$ cat src/rtl/bus_slave_demux_pkg.sv
// -----------------------------------------------------------------------------
// bus_slave_demux_pkg
// Shared definitions for the bus slave demultiplexer: the transaction state
// encoding, the default region codes (address[29:26]) and the one-hot region
// hit type produced by the region decoder.
// -----------------------------------------------------------------------------
package bus_slave_demux_pkg;

    typedef enum logic [1:0] {
        IDLE    = 2'd0,
        ACCESS  = 2'd1,
        WAIT_IO = 2'd2,
        RESP    = 2'd3
    } busState_t;

    localparam logic [3:0] ROM_REGION_DEF     = 4'h0;
    localparam logic [3:0] RAM_REGION_DEF     = 4'h1;
    localparam logic [3:0] IO_REGION_DEF      = 4'h4;
    localparam int         TIMEOUT_CYCLES_DEF = 16;

    typedef struct packed {
        logic rom;
        logic ram;
        logic io;
    } regionHit_t;

endpackage

$ cat src/rtl/bus_slave_demux_decoder.sv
// -----------------------------------------------------------------------------
// bus_region_decoder
// Combinational region decode of a word address.
//   region      in  4   address[29:26]
//   writeEnable in  1   1 = write access
//   hit         out 3   one-hot {rom, ram, io}; all zero on error
//   decodeError out 1   unmapped region, or a write aimed at ROM
// -----------------------------------------------------------------------------
module bus_region_decoder
    import bus_slave_demux_pkg::*;
#(
    parameter logic [3:0] ROM_REGION = ROM_REGION_DEF,
    parameter logic [3:0] RAM_REGION = RAM_REGION_DEF,
    parameter logic [3:0] IO_REGION  = IO_REGION_DEF
) (
    input  logic [3:0] region,
    input  logic       writeEnable,
    output regionHit_t hit,
    output logic       decodeError
);

    always_comb begin
        hit         = '0;
        decodeError = 1'b0;
        if (region == ROM_REGION) begin
            // ROM is read-only; a write is answered with an error, not a select
            if (writeEnable) decodeError = 1'b1;
            else             hit.rom     = 1'b1;
        end else if (region == RAM_REGION) begin
            hit.ram = 1'b1;
        end else if (region == IO_REGION) begin
            hit.io = 1'b1;
        end else begin
            decodeError = 1'b1;
        end
    end

endmodule

$ cat src/rtl/bus_slave_demux.sv
// -----------------------------------------------------------------------------
// bus_slave_demux
// Single-outstanding bus slave demultiplexer. Latches a master request, routes
// it to ROM, RAM or MMIO by address[29:26], and returns a one-cycle response.
//
// Master side : clk, rst, req, address, writeEnable, writeData, byteEnable
//               -> ready, readData, error
// Slave side  : slvAddress, slvWriteEnable, slvWriteData, slvByteEnable,
//               selRom, selRam, selIo <- romReadData, ramReadData,
//               ioReadData, ioReady
//
// Optional build macro BUS_SLAVE_TIMEOUT_EN: adds an MMIO wait timeout that
// ends a stalled access with an error after TIMEOUT_CYCLES cycles.
//
// state   | meaning
// IDLE    | waiting for req; latches the request and decodes its region
// ACCESS  | one-cycle ROM/RAM select, read data captured
// WAIT_IO | selIo held until ioReady (or timeout when enabled)
// RESP    | ready strobe with captured readData/error
// -----------------------------------------------------------------------------
module bus_slave_demux
    import bus_slave_demux_pkg::*;
#(
    parameter logic [3:0] ROM_REGION     = ROM_REGION_DEF,
    parameter logic [3:0] RAM_REGION     = RAM_REGION_DEF,
    parameter logic [3:0] IO_REGION      = IO_REGION_DEF,
    parameter int         TIMEOUT_CYCLES = TIMEOUT_CYCLES_DEF
) (
    input  logic        clk,
    input  logic        rst,
    input  logic        req,
    input  logic [29:0] address,
    input  logic        writeEnable,
    input  logic [31:0] writeData,
    input  logic [3:0]  byteEnable,
    output logic        ready,
    output logic [31:0] readData,
    output logic        error,
    output logic [29:0] slvAddress,
    output logic        slvWriteEnable,
    output logic [31:0] slvWriteData,
    output logic [3:0]  slvByteEnable,
    output logic        selRom,
    output logic        selRam,
    output logic        selIo,
    input  logic [31:0] romReadData,
    input  logic [31:0] ramReadData,
    input  logic [31:0] ioReadData,
    input  logic        ioReady
);

    busState_t   state, stateNext;
    regionHit_t  hit;
    logic        decodeError;
    logic        accessRom;
    logic        acceptReq;
    logic        loadResp;
    logic [31:0] respData, respDataNext;
    logic        respError, respErrorNext;
    logic        timeoutHit;

    bus_region_decoder #(
        .ROM_REGION (ROM_REGION),
        .RAM_REGION (RAM_REGION),
        .IO_REGION  (IO_REGION)
    ) uDecoder (
        .region      (address[29:26]),
        .writeEnable (writeEnable),
        .hit         (hit),
        .decodeError (decodeError)
    );

`ifdef BUS_SLAVE_TIMEOUT_EN
    localparam int                 IO_CNT_W     = $clog2(TIMEOUT_CYCLES + 1);
    localparam logic [IO_CNT_W-1:0] TIMEOUT_LAST = IO_CNT_W'(TIMEOUT_CYCLES - 1);

    logic [IO_CNT_W-1:0] ioWaitCount;

    // Counts WAIT_IO cycles that ended without ioReady. The limit is reached
    // on the edge leaving the last allowed cycle, so selIo stays high for
    // exactly TIMEOUT_CYCLES cycles.
    always_ff @(posedge clk or posedge rst) begin
        if (rst) begin
            ioWaitCount <= '0;
        end else if (acceptReq && hit.io) begin
            ioWaitCount <= '0;
        end else if (state == WAIT_IO && !ioReady) begin
            ioWaitCount <= ioWaitCount + 1'b1;
        end
    end

    assign timeoutHit = (state == WAIT_IO) && (ioWaitCount == TIMEOUT_LAST);
`else
    logic unusedTimeoutCfg;
    assign unusedTimeoutCfg = (TIMEOUT_CYCLES != 0);
    assign timeoutHit       = 1'b0;
`endif

    always_ff @(posedge clk or posedge rst) begin
        if (rst) state <= IDLE;
        else     state <= stateNext;
    end

    always_comb begin
        stateNext     = state;
        acceptReq     = 1'b0;
        loadResp      = 1'b0;
        respDataNext  = '0;
        respErrorNext = 1'b0;
        ready         = 1'b0;
        selRom        = 1'b0;
        selRam        = 1'b0;
        selIo         = 1'b0;
        unique case (state)
            IDLE: begin
                if (req) begin
                    acceptReq = 1'b1;
                    if (decodeError) begin
                        stateNext     = RESP;
                        loadResp      = 1'b1;
                        respErrorNext = 1'b1;
                    end else if (hit.io) begin
                        stateNext = WAIT_IO;
                    end else if (hit.rom || hit.ram) begin
                        stateNext = ACCESS;
                    end
                end
            end
            ACCESS: begin
                selRom    = accessRom;
                selRam    = !accessRom;
                stateNext = RESP;
                loadResp  = 1'b1;
                if (!slvWriteEnable)
                    respDataNext = accessRom ? romReadData : ramReadData;
            end
            WAIT_IO: begin
                selIo = 1'b1;
                // ioReady takes priority over a timeout landing in the same cycle
                if (ioReady) begin
                    stateNext = RESP;
                    loadResp  = 1'b1;
                    if (!slvWriteEnable) respDataNext = ioReadData;
                end else if (timeoutHit) begin
                    stateNext     = RESP;
                    loadResp      = 1'b1;
                    respErrorNext = 1'b1;
                end
            end
            RESP: begin
                ready     = 1'b1;
                stateNext = IDLE;
            end
            default: stateNext = IDLE;
        endcase
    end

    always_ff @(posedge clk or posedge rst) begin
        if (rst) begin
            slvAddress     <= '0;
            slvWriteEnable <= 1'b0;
            slvWriteData   <= '0;
            slvByteEnable  <= '0;
            accessRom      <= 1'b0;
            respData       <= '0;
            respError      <= 1'b0;
        end else begin
            if (acceptReq) begin
                slvAddress     <= address;
                slvWriteEnable <= writeEnable;
                slvWriteData   <= writeData;
                slvByteEnable  <= byteEnable;
                accessRom      <= hit.rom;
            end
            if (loadResp) begin
                respData  <= respDataNext;
                respError <= respErrorNext;
            end
        end
    end

    // Response fields are gated so they read as zero outside the ready strobe.
    assign readData = ready ? respData : '0;
    assign error    = ready & respError;

endmodule

$ cat config.mk
export PLATFORM = sky130hd
export DESIGN_NAME = bus_slave_demux
export DESIGN_NICKNAME = d
export VERILOG_FILES = /design/src/rtl/bus_slave_demux_pkg.sv /design/src/rtl/bus_slave_demux_decoder.sv /design/src/rtl/bus_slave_demux.sv
export SDC_FILE = /design/constraint.sdc
export NUM_CORES = 1
export LEC_CHECK = 0
export CORE_MARGIN = 5
export CORE_UTILIZATION = 35
export DETAILED_ROUTE_END_ITERATION = 12
export GPL_ROUTABILITY_DRIVEN = 0
export HOLD_SLACK_MARGIN = 0.12
export PLACE_DENSITY_LB_ADDON = 0.05
export SETUP_SLACK_MARGIN = 0.02
export SYNTH_ARGS = -nofsm -noshare
export SYNTH_HDL_FRONTEND = slang
export SYNTH_SLANG_ARGS = --single-unit
$ cat constraint.sdc
create_clock -name clk -period 4.4 [get_ports clk]
set_input_delay 0.88 -clock clk [delete_from_list [all_inputs] [get_ports clk]]
set_output_delay 0.88 -clock clk [all_outputs]
set_load 0.1 [all_outputs]
metal_stack.png
(2 px per µm) Two of the layers only.
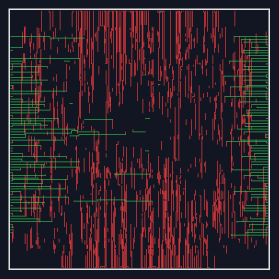
met2: shown in red, wire length 7,040 µm. met3: shown in green, wire length 1,700 µm.

final_placement.png
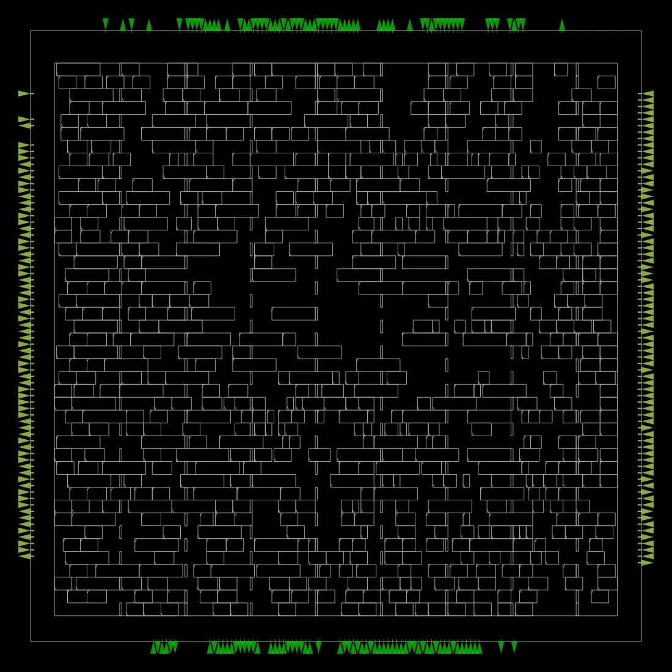
Layout Cells excl Fill: 839
Tap Cells: 180
flop share of the area: 32.0%

pins.png
(4 px per µm) Pins as bars across the die edge, other pins in grey.
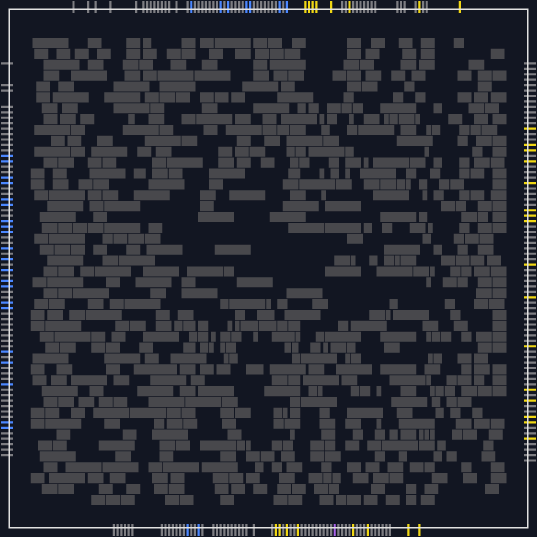
`readData`: shown in yellow, pins 32, direction output, edge 16 right, 8 top, 8 bottom. `slvAddress`: shown in blue, pins 30, direction output, edge 21 left, 7 top, 2 bottom. `selRom`: shown in purple, pins 1, direction output, edge bottom.

==> impl_metrics.csv <==
group,metric,value,unit
synthesis,ys_cells,393,
critical_path,critical_path_required,3520,ps
layout,drive_gt1_share,29.3,%
critical_path,cp_slowest_stage_delay,960,ps
clocking,cts.reportedPaths.clkPinSlew,70,ps
floorplan,dieWidth,129,µm
synthesis,yosysWarnings,0,
clocking,clock_sinks,103,
detailed_routing,drc,0,
detailed_routing,wl,14300,µm
floorplan,fp.coreArea,13900,µm²
floorplan,fp_util,35.7,%
global_route,antenna_found_initial,0,
layout,antenna_cells,0,
critical_path,critPathSlowestCell,"ha_1",
detailed_routing,wire_per_inst,17.1,µm
critical_path,criticalPathCategory,"register to primary output",
sta,finalClockPeriodUsage,71.5,%
global_route,grt_max_degree,82,
clocking,worstSkewPairLatency,340,ps
placement,dp_cells,823,
critical_path,rr_endpoint,"respData[1]$_DFFE_PP0P_",
sta,slew_violations,0,
hold_path,hold_class,"register to register",
global_route,grt_pass1_wl,22200,µm
floorplan,dieArea,16700,µm²
floorplan,io_pins,271,
sta,fin_skew,8.33,ps
placement,port_buffers,270,
job,cap_violations,0,
clocking,cts_buffer_depth,2,
sta,rsz0062_at_grt,"no",
placement,dpl_cell_area,7750,µm²
global_route,grt_remaining_overflow,0,
critical_path,critPathLaunch,"state[0]$_DFFE_PP0P_",
synthesis,ys.flops,103,
hold_path,hold_depth,1,
synthesis,area_leaders,"dfrtp_1 (52%), mux2_2 (29%), a22oi_1 (4.8%), and2_1 (4.4%), nor2_1 (2.6%)",
clocking,cts_tree,"done",
hold_path,hold_start,"respData[30]$_DFFE_PP0P_",
sta,period_needed,3150,ps
synthesis,synth-edff-count,0,
synthesis,syn_area_per_cell,12.7,µm²
detailed_routing,antenna_left,0,
clocking,cts_resized,0,
clocking,cts_max_level,3,
global_route,grt_pass1_vias,4327,
detailed_routing,first_pass_iters,4,
clocking,cts-root-buf,"clkbuf_16",
floorplan,die_height,129,µm
synthesis,async_flop_share,100,%
critical_path,cp_top_family,"adder cells",
hold_path,hold_end,"respData[30]$_DFFE_PP0P_",
synthesis,ys.flop_type,"dfrtp_1",
status,status,"completed",
sta,finalSetupViolCount,0,
layout,utilization,57.8,%
clocking,cts_setup_buffers,0,
job,warning_count,29,
sta,tightest_slew,1180,ps
layout,synthToLayoutAreaGrowth,61.7,%
sta,hold_viol_final,0,
synthesis,yosys.area.top_type,"dfrtp_1",
critical_path,r2r_slack,2020,ps
clocking,numCtsBuffers,9,
critical_path,path_buffers,1,
synthesis,syn_area,4980,µm²
layout,layout_top_cell,"clkdlybuf4s50_1",
critical_path,crit_chain,"ha_1, and2_1, buf_4",
critical_path,cp.arrival,2270,ps
critical_path,crit_path_end_kind,"primary output",
sta,fin_tns_setup,0,ps
synthesis,syn_inst,393,
critical_path,rr_worst_depth,8,
detailed_routing,vias,3970,
layout,finalNetCount,825,
## state kept, by name (all words and copies together) (netlist names)
name and cells:
respData 32, slvWriteData 32, slvAddress 30, slvByteEnable 4, state 2, accessRom 1, respError 1, slvWriteEnable 1
## layout make-up
| type | count | area [µm²] |
|---|---|---|
| Fill cell | 1185 | 5880 |
| Inverter | 5 | 21.3 |
| Clock buffer | 9 | 225 |
| Tap cell | 180 | 225 |
| Clock inverter | 7 | 78.8 |
| Multi-Input combinational cell | 257 | 2250 |
| Timing Repair Buffer | 278 | 2670 |
| Sequential cell | 103 | 2580 |
## worst max path at each step
stage	to	slack, ps	cells after the start
4_1_cts	readData[4]	1170	3
6_report	readData[4]	1250	3
2_1_floorplan	accessRom$_DFFE_PP0P_	820	1
5_1_grt	readData[21]	1100	3
3_5_place_dp	respData[1]$_DFFE_PP0P_	1340	6
3_3_place_gp	respData[27]$_DFFE_PP0P_	1380	6
## per-stage QoR
| step | hold slack, ps | setup WS [ps] |
|---|---|---|
| 2_1_floorplan | 449 | 816 |
| 3_3_place_gp | 463 | 1380 |
| 3_5_place_dp | 470 | 1340 |
| 4_1_cts | 487 | 1170 |
| 5_1_grt | 512 | 1100 |
| 6_report | 486 | 1250 |
## cell usage after synthesis, types with 3 or more instances
master	instances
nor2_1	35
inv_1	5
buf_6	3
clkbuf_1	14
dfrtp_1	103
and2_1	35
buf_1	6
buf_2	5
nand2_1	4
a22oi_1	32
ha_1	4
mux2_2	130
## layer usage
| metal | global-route usage [%] | wire (µm) |
|---|---|---|
| met5 | 0 | 0 |
| met1 | 18.5 | 5410 |
| met2 | 29.3 | 7040 |
| met3 | 8.24 | 1700 |
| met4 | 4.32 | 177 |
## kinds of logic after synthesis
kind of cell,Yosys count,share of synthesized area (%)
AND-OR/OR-AND,42,6.41
flip-flops,103,51.8
AND/OR/NAND/NOR,80,8.14
multiplexers,131,29.6
buffers and inverters,33,3.07
adder cells (fa/ha/maj),4,1.01
